$ cat src/rtl/inst_fetch_if.sv
// Fetch-control bundle between the decode/ALU side and the program-counter
// stage. The slave side (inst_fetch) samples every control on the rising
// clock edge and presents registered outputs.
//
// Control contract (no valid/ready pair on this bundle): each control input
// counts as a request only when sampled high on a rising edge. It is always
// accepted in the state where it is meaningful and silently ignored
// elsewhere. Outputs change only on edges or on asynchronous reset.
interface inst_fetch_if #(
  parameter int A    = 16,
  parameter int OFFW = 8,
  parameter int CNTW = 16
);

  logic            Start;
  logic            Halt;
  logic            Stall;
  logic            JumpEn;
  logic [A-1:0]    JumpTarget;
  logic            BranchEn;
  logic [OFFW-1:0] BranchOffset;
  logic [A-1:0]    ProgCtr;
  logic            Running;
  logic            Done;
  logic [CNTW-1:0] CycleCnt;

  // Control source: decode / ALU flag logic / test driver
  modport master (
    output Start, Halt, Stall, JumpEn, JumpTarget, BranchEn, BranchOffset,
    input  ProgCtr, Running, Done, CycleCnt
  );

  // Program-counter stage
  modport slave (
    input  Start, Halt, Stall, JumpEn, JumpTarget, BranchEn, BranchOffset,
    output ProgCtr, Running, Done, CycleCnt
  );

endinterface

$ cat src/rtl/inst_fetch.sv
// Program counter and fetch control for the instruction ROM.
// Sequences start, sequential advance, relative branch, absolute jump,
// stall and halt, and counts cycles spent running for benchmarking.
// The ROM is combinational, so the instruction for ProgCtr is valid in the
// same cycle that ProgCtr updates.
module inst_fetch #(
  parameter int A          = 16,
  parameter int OFFW       = 8,
  parameter int START_ADDR = 0,
  parameter int CNTW       = 16
) (
  input  logic       Clk,
  input  logic       Reset,      // asynchronous, active low
  inst_fetch_if.slave bus,
  output logic [1:0] fsm_state   // current FSM state for observation
);

  localparam logic [1:0] IDLE   = 2'd0;
  localparam logic [1:0] RUN    = 2'd1;
  localparam logic [1:0] HALTED = 2'd2;

  localparam logic [A-1:0] START_PC = A'(START_ADDR);

  logic [1:0]      state_q, state_d;
  logic [A-1:0]    pc_q, pc_d;
  logic [CNTW-1:0] cnt_q, cnt_d;
  logic            running_q;
  logic            done_q;

  logic [A-1:0]    offset_ext;
  logic [A-1:0]    pc_branch;
  logic [A-1:0]    pc_inc;
  logic [CNTW-1:0] cnt_inc;

  // Sign-extend the offset and form the candidate next PCs (wrap is silent)
  always_comb begin
    offset_ext = {{(A-OFFW){bus.BranchOffset[OFFW-1]}}, bus.BranchOffset};
    pc_branch  = pc_q + offset_ext;
    pc_inc     = pc_q + A'(1);
    cnt_inc    = (cnt_q == {CNTW{1'b1}}) ? cnt_q : cnt_q + CNTW'(1);
  end

  // Next-state, next-PC and next-count selection with RUN priority ordering
  always_comb begin
    state_d = state_q;
    pc_d    = pc_q;
    cnt_d   = cnt_q;
    case (state_q)
      IDLE, HALTED: begin
        // Both idle-like states restart the same way; other controls ignored
        if (bus.Start) begin
          state_d = RUN;
          pc_d    = START_PC;
          cnt_d   = '0;
        end
      end
      RUN: begin
        // Every RUN edge counts, including stalls and the halting edge
        cnt_d = cnt_inc;
        if (bus.Halt) begin
          state_d = HALTED;           // PC stays on the halting instruction
        end else if (bus.Stall) begin
          pc_d = pc_q;
        end else if (bus.JumpEn) begin
          pc_d = bus.JumpTarget;      // jump beats a simultaneous branch
        end else if (bus.BranchEn) begin
          pc_d = pc_branch;
        end else begin
          pc_d = pc_inc;
        end
      end
      default: begin
        state_d = IDLE;
      end
    endcase
  end

  // State, PC, counter and registered status decodes
  always_ff @(posedge Clk or negedge Reset) begin
    if (!Reset) begin
      state_q   <= IDLE;
      pc_q      <= '0;
      cnt_q     <= '0;
      running_q <= 1'b0;
      done_q    <= 1'b0;
    end else begin
      state_q   <= state_d;
      pc_q      <= pc_d;
      cnt_q     <= cnt_d;
      running_q <= (state_d == RUN);
      done_q    <= (state_d == HALTED);
    end
  end

  assign bus.ProgCtr  = pc_q;
  assign bus.Running  = running_q;
  assign bus.Done     = done_q;
  assign bus.CycleCnt = cnt_q;
  assign fsm_state    = state_q;

  // Status flags are exclusive decodes of the state
  a_status_exclusive: assert property (
    @(posedge Clk) disable iff (!Reset) !(running_q && done_q));

  // Status flags always agree with the state register
  a_status_matches_state: assert property (
    @(posedge Clk) disable iff (!Reset)
      (running_q == (state_q == RUN)) && (done_q == (state_q == HALTED)));

  // While halted without a restart, PC and count are frozen
  a_halted_holds: assert property (
    @(posedge Clk) disable iff (!Reset)
      (state_q == HALTED && !bus.Start) |=> ($stable(pc_q) && $stable(cnt_q)));

endmodule

$ cat src/flat_wrapper.sv
// flat-port wrapper written by rule: the top's interface ports become plain ports
module inst_fetch_flat 
#(
  parameter int A          = 16,
  parameter int OFFW       = 8,
  parameter int START_ADDR = 0,
  parameter int CNTW       = 16
)
  (Clk, Reset, fsm_state, bus_Start, bus_Halt, bus_Stall, bus_JumpEn, bus_JumpTarget, bus_BranchEn, bus_BranchOffset, bus_ProgCtr, bus_Running, bus_Done, bus_CycleCnt);
  inst_fetch_if #(.A(A), .OFFW(OFFW), .CNTW(CNTW)) bus_i ();
  input  logic Clk;
  input  logic Reset;
  output logic [1:0] fsm_state;
  input wire logic [$bits(bus_i.Start)-1:0] bus_Start;
  input wire logic [$bits(bus_i.Halt)-1:0] bus_Halt;
  input wire logic [$bits(bus_i.Stall)-1:0] bus_Stall;
  input wire logic [$bits(bus_i.JumpEn)-1:0] bus_JumpEn;
  input wire logic [$bits(bus_i.JumpTarget)-1:0] bus_JumpTarget;
  input wire logic [$bits(bus_i.BranchEn)-1:0] bus_BranchEn;
  input wire logic [$bits(bus_i.BranchOffset)-1:0] bus_BranchOffset;
  output wire logic [$bits(bus_i.ProgCtr)-1:0] bus_ProgCtr;
  output wire logic [$bits(bus_i.Running)-1:0] bus_Running;
  output wire logic [$bits(bus_i.Done)-1:0] bus_Done;
  output wire logic [$bits(bus_i.CycleCnt)-1:0] bus_CycleCnt;
  assign bus_i.Start = bus_Start;
  assign bus_i.Halt = bus_Halt;
  assign bus_i.Stall = bus_Stall;
  assign bus_i.JumpEn = bus_JumpEn;
  assign bus_i.JumpTarget = bus_JumpTarget;
  assign bus_i.BranchEn = bus_BranchEn;
  assign bus_i.BranchOffset = bus_BranchOffset;
  assign bus_ProgCtr = bus_i.ProgCtr;
  assign bus_Running = bus_i.Running;
  assign bus_Done = bus_i.Done;
  assign bus_CycleCnt = bus_i.CycleCnt;
  inst_fetch #(.A(A), .OFFW(OFFW), .START_ADDR(START_ADDR), .CNTW(CNTW)) u_core (.Clk(Clk), .Reset(Reset), .bus(bus_i), .fsm_state(fsm_state));
endmodule
$ cat config.mk
export PLATFORM = sky130hd
export DESIGN_NAME = inst_fetch_flat
export DESIGN_NICKNAME = d
export VERILOG_FILES = /design/src/rtl/inst_fetch_if.sv /design/src/rtl/inst_fetch.sv /design/src/flat_wrapper.sv
export SDC_FILE = /design/constraint.sdc
export NUM_CORES = 1
export LEC_CHECK = 0
export CORE_ASPECT_RATIO = 1.75
export CORE_MARGIN = 4
export CORE_UTILIZATION = 44
export CTS_CLUSTER_SIZE = 30
export DETAILED_ROUTE_END_ITERATION = 7
export GPL_TIMING_DRIVEN = 0
export PLACE_DENSITY_LB_ADDON = 0.05
export SETUP_SLACK_MARGIN = 0.2
export SLEW_MARGIN = 15
export SYNTH_ARGS = -nofsm -noshare
export SYNTH_HDL_FRONTEND = slang
export SYNTH_SLANG_ARGS = --single-unit
$ cat constraint.sdc
create_clock -name Clk -period 2.7 [get_ports Clk]
set_clock_uncertainty 0.2 [all_clocks]
set_input_delay 0.54 -clock Clk [delete_from_list [all_inputs] [get_ports Clk]]
set_output_delay 0.54 -clock Clk [all_outputs]
set_load 0.01 [all_outputs]
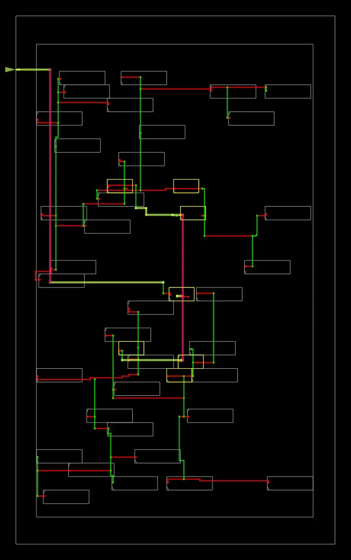
run_1/clocks.png
reported clock group power: 0.428 mW
total clock buffers created by CTS: 5
flip-flop and latch count: 36
clk latency late pin: 0.29 ns
clock buffer instance count of the final layout: 7

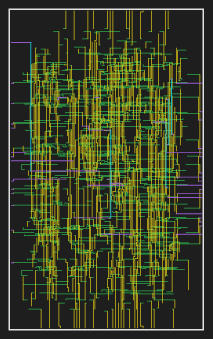
run_1/wires.png
Drawn at 3 px/um.
- metal 3: purple (wire length 224 um)
- metal 4: cyan (wire length 127 um)
- metal 2: yellow (wire length 4340 um)
- metal 1: green (wire length 2800 um)

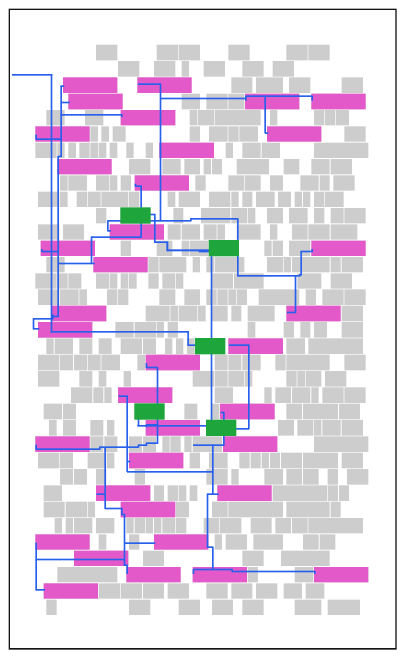
run_1/clk_routes.png
Drawn at 6 px/um.
- clock wires: blue (length 561 um)
- clock drivers: green (count 5)
- flip-flops: magenta (count 36)
- flops lie: spread over the die
- routed clock nets: 6
clock share of power: 22.1%

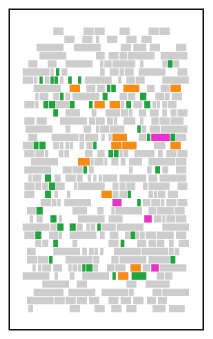
run_1/logic_types.png
Drawn at 3 px/um.
- mux cells: orange (cells 13; most used mux2i_1)
- nand cells: green (cells 49; most used nand2_1)
- non-inverting ao/oa cells: magenta (cells 4; most used a21o_1)

==> notes.md, run 1 <==
The run gives 0.000819 ns for the final worst hold slack. Setup repair after global routing could not meet its margin everywhere. Wire segments on met2 add up to 4340 um in the final route. For reference, the top logic cell family by area is simple AND/OR/NAND/NOR gates. The buffers plus inverters on the worst setup path was 2.

Per STA, the library cell used most along the worst path is sky130_fd_sc_hd__o21ai_4. Clock tree buffers and inverters occupy 2.67% of the routed design's cell area. The primary flip-flop cell chosen by synthesis mapping is sky130_fd_sc_hd__dfrtp_1. Area of the synthesized netlist per yosys stat: 2430 um^2. The cell sitting at the root of the clock tree is a sky130_fd_sc_hd__clkbuf_8. The final worst-path cycle share is 91.9%, and the proportion of power drawn by combinational gates is 41.2%.

The area of the chip was 6830 um^2. The number of clock sinks came to 36. The tools report the cell count after synthesis as 284. According to the floorplan log, the row count is 35. The run finished with clean final reports. The number of tap cells inserted was 74; the aoi/oai-family share of the synthesized area was 18.0%. STA classifies the critical path startpoint as an input pin.

Non-clock inverter count in the final layout: 7. Yosys mapped a number of flops with a built-in enable equal to 0. The remaining antenna violation count is 0, and the logic gate fraction of the total cell area is 46.4%. With the final number of max-transition violations at 0, the fraction of area in registers is 25.0%.

The cell-mix breakdown from Yosys lists the adder-cell area share as 4.94%. The layout contains a multi-input combinational cell count of 228. The total overflow left after global routing is 0. The wire length on met3 is 223 um.

Global routing consumed, on the met1 layer, 22.6% of the routing resources. The run gives 0.711 mW for the sequential cell power. Cell group occupying the most layout area: multi-input combinational cells. The group that draws the most power in this run is combinational logic. The leading cell type by number of instances after synthesis was sky130_fd_sc_hd__dfrtp_1. Global routing used 3.49% of the available met3 tracks. The placement report lists the number of port buffers as 65.

Fraction of registers with async set/reset: 100%. By count the netlist is led by sky130_fd_sc_hd__dfrtp_1 (36), sky130_fd_sc_hd__nor2_1 (33), sky130_fd_sc_hd__o21ai_0 (21). Derived from the worst setup path, the maximum achievable clock frequency is 403 MHz. With the level count of the clock H-tree at 2, the chip width is 64.2 um. The worst path needs 2.48 ns of the cycle, external delays included. The detailed router's first-iteration violation count is 87, and the post-synthesis cell count from yosys is 284. The core box area was 5300 um^2; the worst-margin pin slew was 0.746 ns. In the layout the commonest cells are sky130_fd_sc_hd__clkdlybuf4s50_1 (61), sky130_fd_sc_hd__dfrtp_1 (36), sky130_fd_sc_hd__nor2_1 (33), sky130_fd_sc_hd__nand2_1 (20), sky130_fd_sc_hd__o21ai_0 (20). Across all setup checks in the final design, the least slack found is 0.219 ns. The switching portion of total power came out at 35.6%.

The finished layout reports a core utilization of 68.1%. The power report lists cell-internal power as 1.25 mW.
run_1/layer_met3.png
Drawn at 6 px/um.
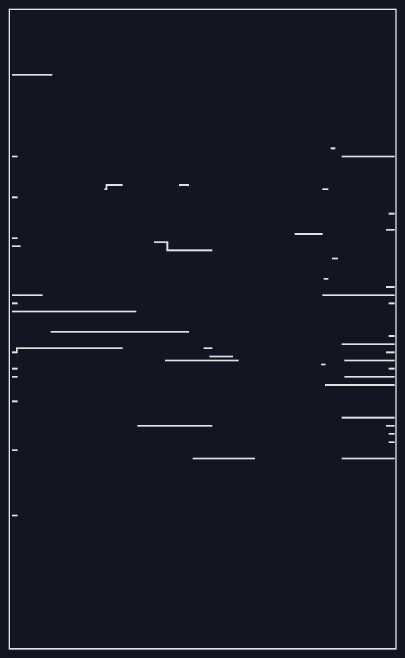

--- run 2 (diff from run 1) ---
--- a/config.mk
+++ b/config.mk
@@ -12,6 +12,7 @@
 export DETAILED_ROUTE_END_ITERATION = 7
 export GPL_TIMING_DRIVEN = 0
 export PLACE_DENSITY_LB_ADDON = 0.05
+export RECOVER_POWER = 50
 export SETUP_SLACK_MARGIN = 0.2
 export SLEW_MARGIN = 15
 export SYNTH_ARGS = -nofsm -noshare
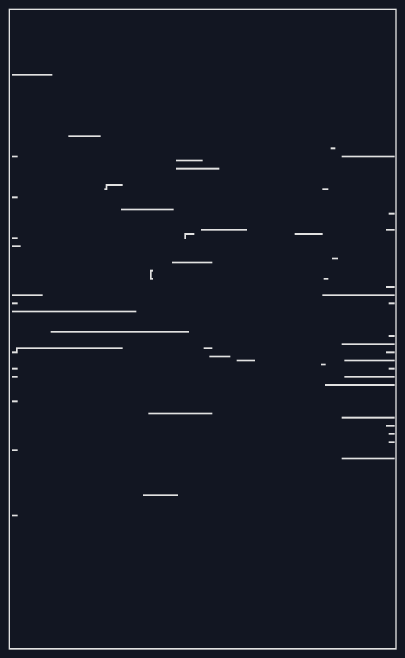
run_2/layer_met3.png
Drawn at 6 px/um.
- longest straight run: 22.8 um
- share of all routed wire: 3.2%
detailed-route via count: 2450
global routing met3 resource utilization: 3.49%
total detailed-routing wirelength: 7480 um

==> run 2 against run 1 <==
Largest cell class unchanged. Via count is the same. Worst setup slack improved by 0.021 ns. Final area shrank 0.69%.
==> notes.md, run 2 <==
The run finished with clean final reports. The run gives 284 (unchanged) for the cell count after synthesis. The adder-cell area share of the yosys netlist is 4.94% (unchanged). The height of the die was 106 um; the final worst hold slack was 0.191 ns (+0.190 ns). For the area of the synthesized netlist per yosys stat, the log shows 2430 um^2 (unchanged). With the final number of max-transition violations at 0 (unchanged), the number of flip-flops and latches is 36 (unchanged). With the fraction of area in registers at 25.1% (+0.17 points), the fmax is 407 MHz (+0.85%). The run gives 35 (unchanged) as the number of placement rows. Detailed router's first-iteration violation count: 85 (-2.3%).

The dominant non-sequential cell family after synthesis is simple AND/OR/NAND/NOR gates. The fraction of final layout cells with drive strength greater than 1 came out at 16.6%. The total congestion overflow is 0 (unchanged), and the area of the chip is 6830 um^2 (unchanged). The tools report the final worst setup slack as 0.240 ns (+0.0209 ns). Cell group occupying the most layout area: multi-input combinational cells.

The most common logic cell in the final layout is sky130_fd_sc_hd__clkdlybuf4s50_1. Logic gate fraction of the total cell area: 46.7% (+0.32 points). The worst-path cell with the longest stage delay is sky130_fd_sc_hd__clkdlybuf4s50_1.

With the core box area at 5300 um^2 (unchanged), the post-synthesis cell count from yosys is 284 (unchanged). The number of different library cells used by synthesis comes to 49. Counting the fill cells in the layout gives 443. The primary flip-flop cell chosen by synthesis mapping is sky130_fd_sc_hd__dfrtp_1. With the clock network fraction of total power at 22.3% (+0.2 points), the final standard cell utilization of the core is 67.6% (-0.47 points). Number of tap cells inserted: 74 (unchanged).

The group that draws the most power in this run is combinational logic. The level count of the clock H-tree is 2 (unchanged). Of the total synthesized cell area, the portion taken by XOR and XNOR cells is 6.48%. Relative to the synthesized area, the layout overhead comes to 47.3%. The number of endpoints with negative hold slack in the final report is 0. The remaining antenna violation count was 0 (unchanged). Using the TritonRoute via totals, the vias-per-cell ratio works out to 5.54. The switching portion of total power works out to 35.8% (+0.20 points).

The flip-flop and latch count after synthesis came out at 36. For the clock network power, the log shows 0.428 mW (about the same). Number of top-level design ports: 67.

The cell repeated most along the worst path was sky130_fd_sc_hd__o21ai_4. With the clock insertion delay at the later pin of the skew report at 0.29 ns (about the same), the proportion of cell area spent on the clock network is 2.69% (+0.019 points). In the layout the commonest cells are sky130_fd_sc_hd__clkdlybuf4s50_1 (44), sky130_fd_sc_hd__dfrtp_1 (36), sky130_fd_sc_hd__nor2_1 (33), sky130_fd_sc_hd__nand2_1 (20), sky130_fd_sc_hd__o21ai_0 (20). For the met1 track demand over resource, the log shows 22.6% (unchanged). Setup repair after global routing could not meet its margin everywhere.

The wire length on met3 came out at 237 um (+6.3%). Proportion of power drawn by combinational gates: 40.7% (-0.5 points). Total CTS buffers: 5 (unchanged). The tools report the sequential cell power as 0.710 mW (about the same). The count of buffers from port buffering works out to 65 (unchanged). The run gives 44.2% as the met2 track utilization from global routing. The post-route minimum period is 2.46 ns (-0.0209 ns), and the aoi/oai-family share of the synthesized area is 18.0% (unchanged). Sorting the synthesized cells by how often they occur yields sky130_fd_sc_hd__dfrtp_1 (36), sky130_fd_sc_hd__nor2_1 (33), sky130_fd_sc_hd__o21ai_0 (21). The run gives 37.0% for the sequential group share of total power. The topmost layer with routed signal wires was met4. The run gives 4340 um (unchanged) for the length of routed met2 wiring. The count of flip-flops with a built-in enable after synthesis is 0 (unchanged). Worst-margin pin slew: 1.09 ns (+0.341 ns).

The worst setup path is launched from an input pin. The final worst-path cycle share was 91.1% (-0.77 points). The run gives 228 (unchanged) for the number of multi-input combinational cells in the layout.

With the combinational power at 0.782 mW, the average footprint of a synthesized cell is 8.56 um^2. The fraction of registers with async set/reset is 100% (unchanged). The area fraction of the largest cell type after synthesis is 37.0%. The chip width is 64.2 um (unchanged). The leading cell type by number of instances after synthesis was sky130_fd_sc_hd__dfrtp_1. For the design internal power, the log shows 1.23 mW (-1.1%). The number of clock-tree buffers in the layout is 7 (unchanged). For this run, the number of standard cells in the final layout without fillers is 442. The run gives 7 (unchanged) for the non-clock inverter count in the final layout.

Number of sinks driven by the clock tree: 36 (unchanged). The buffers plus inverters on the worst setup path works out to 2 (unchanged). The tools report the CTS root buffer as sky130_fd_sc_hd__clkbuf_8.
run_2/clocks.png
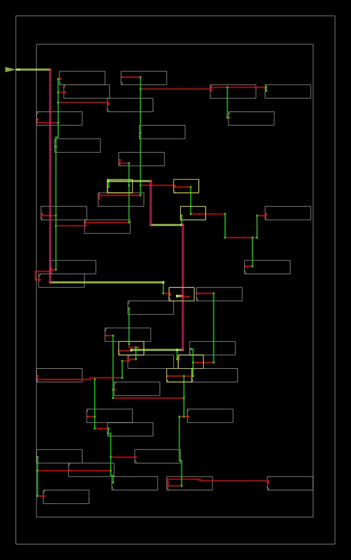

--- run 3 (diff from run 2) ---
--- a/config.mk
+++ b/config.mk
@@ -11,7 +11,7 @@
 export CTS_CLUSTER_SIZE = 30
 export DETAILED_ROUTE_END_ITERATION = 7
 export GPL_TIMING_DRIVEN = 0
-export PLACE_DENSITY_LB_ADDON = 0.05
+export PLACE_DENSITY = 0.86
 export RECOVER_POWER = 50
 export SETUP_SLACK_MARGIN = 0.2
 export SLEW_MARGIN = 15
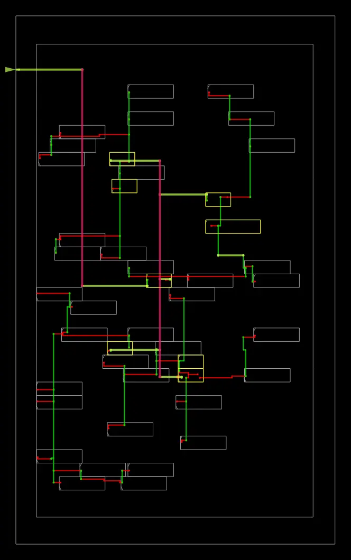
run_3/clocks.png
clk sinks: 36
reported clock group power: 0.530 mW

==> run 3 against run 2 <==
Die size did not move. Routed wire length rose by 0.90%. Register-to-register slack got worse by 0.04 ns. Worst hold slack improved by 0.13 ns. Combinational power rose by 0.9%. Core utilization rose by 0.33 points. First-iteration DRC count rose by 22%. Non-clock buffer count did not move. Count of clock-buffer cells in the layout did not move. Synthesized cell count did not move. Final area rose by 0.49%. Synthesized area did not move. Largest cell class unchanged. Highest routed layer unchanged.
==> notes.md, run 3 <==
The flow ran to the end, and the final reports show no timing, DRC or antenna violations. The run gives 284 (unchanged) for the post-synthesis cell count from yosys. With the height of the die at 106 um (unchanged), the switching portion of total power is 34.0% (-1.7 points). The most common logic cells in the final layout are sky130_fd_sc_hd__clkdlybuf4s50_1 (46), sky130_fd_sc_hd__dfrtp_1 (36), sky130_fd_sc_hd__nor2_1 (33), sky130_fd_sc_hd__nand2_1 (20), sky130_fd_sc_hd__o21ai_0 (19). The dominant power group in this design is combinational logic. The run gives 2.47 ns (+0.00875 ns) for the post-route minimum period. Topmost layer with routed signal wires: met4. Number of distinct standard cells referenced by the synthesized netlist: 49 (unchanged). The chip width was 64.2 um (unchanged); the level count of the clock H-tree was 2 (unchanged). The final standard cell utilization of the core was 68.0% (+0.33 points).

The number of clock-tree buffers in the layout came out at 7 (unchanged). For the number of endpoints with negative hold slack in the final report, the log shows 0 (unchanged). The final number of max-transition violations came out at 0 (unchanged).

The most used flip-flop cell after synthesis is sky130_fd_sc_hd__dfrtp_1. For this run the top cell type by instance count after synthesis was sky130_fd_sc_hd__dfrtp_1. The ratio of routed vias to standard cells was 5.76 (+3.9%); the final worst setup slack was 0.232 ns (-0.00875 ns).

The xor/xnor share of the synthesized area was 6.48% (unchanged). The run gives 65 (unchanged) for the count of buffers from port buffering. The area of the synthesized netlist per yosys stat was 2430 um^2 (unchanged). The wire length on met3 is 393 um (+66%).

The run gives 18.0% (unchanged) for the aoi/oai-family share of the synthesized area. In this run the clock root is driven by a sky130_fd_sc_hd__clkbuf_8. The combinational power is 0.789 mW (+0.9%). The area of the chip is 6830 um^2 (unchanged). The number of top-level design ports is 67 (unchanged), and the sequential cell power is 0.709 mW (about the same). The overall via count from detail_route came out at 2552 (+4.2%). Clock network fraction of total power: 26.1% (+3.8 points). With the number of multi-input combinational cells in the layout at 228 (unchanged), the buffers plus inverters on the worst setup path is 1 (-1). The tools report the detailed router's first-iteration violation count as 104 (+22%).

The worst-margin pin slew was 0.760 ns (-0.328 ns). The number of tap cells inserted is 74 (unchanged). Most common library cell in the layout ignoring fill and taps: sky130_fd_sc_hd__clkdlybuf4s50_1. Worst-path cell with the longest stage delay: sky130_fd_sc_hd__clkdlybuf4s50_1. The run gives 5300 um^2 (unchanged) as the core box area.

With the total CTS buffers at 5 (unchanged), the cell count after synthesis is 284 (unchanged). The synthesis run identifies the leading combinational cell family as simple AND/OR/NAND/NOR gates. The run gives 0.325 ns (+0.134 ns) for the final worst hold slack. The area growth from synthesis to layout is 48.0%.

By instance count, the cell type seen most on the critical path is sky130_fd_sc_hd__o21ai_2. The fraction of final layout cells with drive strength greater than 1 works out to 17.6% (+1.0 points). For the design internal power, the log shows 1.34 mW (+8.4%). STA classifies the critical path startpoint as an input pin. For the number of placement rows, the log shows 35 (unchanged). The logic gate fraction of the total cell area was 46.1% (-0.57 points).

The run gives 4.12% (+0.63 points) as the met3 capacity usage during global routing. The tools report the total congestion overflow as 0 (unchanged). The final cell count without fillers was 443 (+0.23%); the flip-flop and latch count after synthesis was 36 (unchanged). In the synthesized netlist, the cells that appear most often are sky130_fd_sc_hd__dfrtp_1 (36), sky130_fd_sc_hd__nor2_1 (33), sky130_fd_sc_hd__o21ai_0 (21).
No activity file was given, so power comes from the tool's default toggle rates.
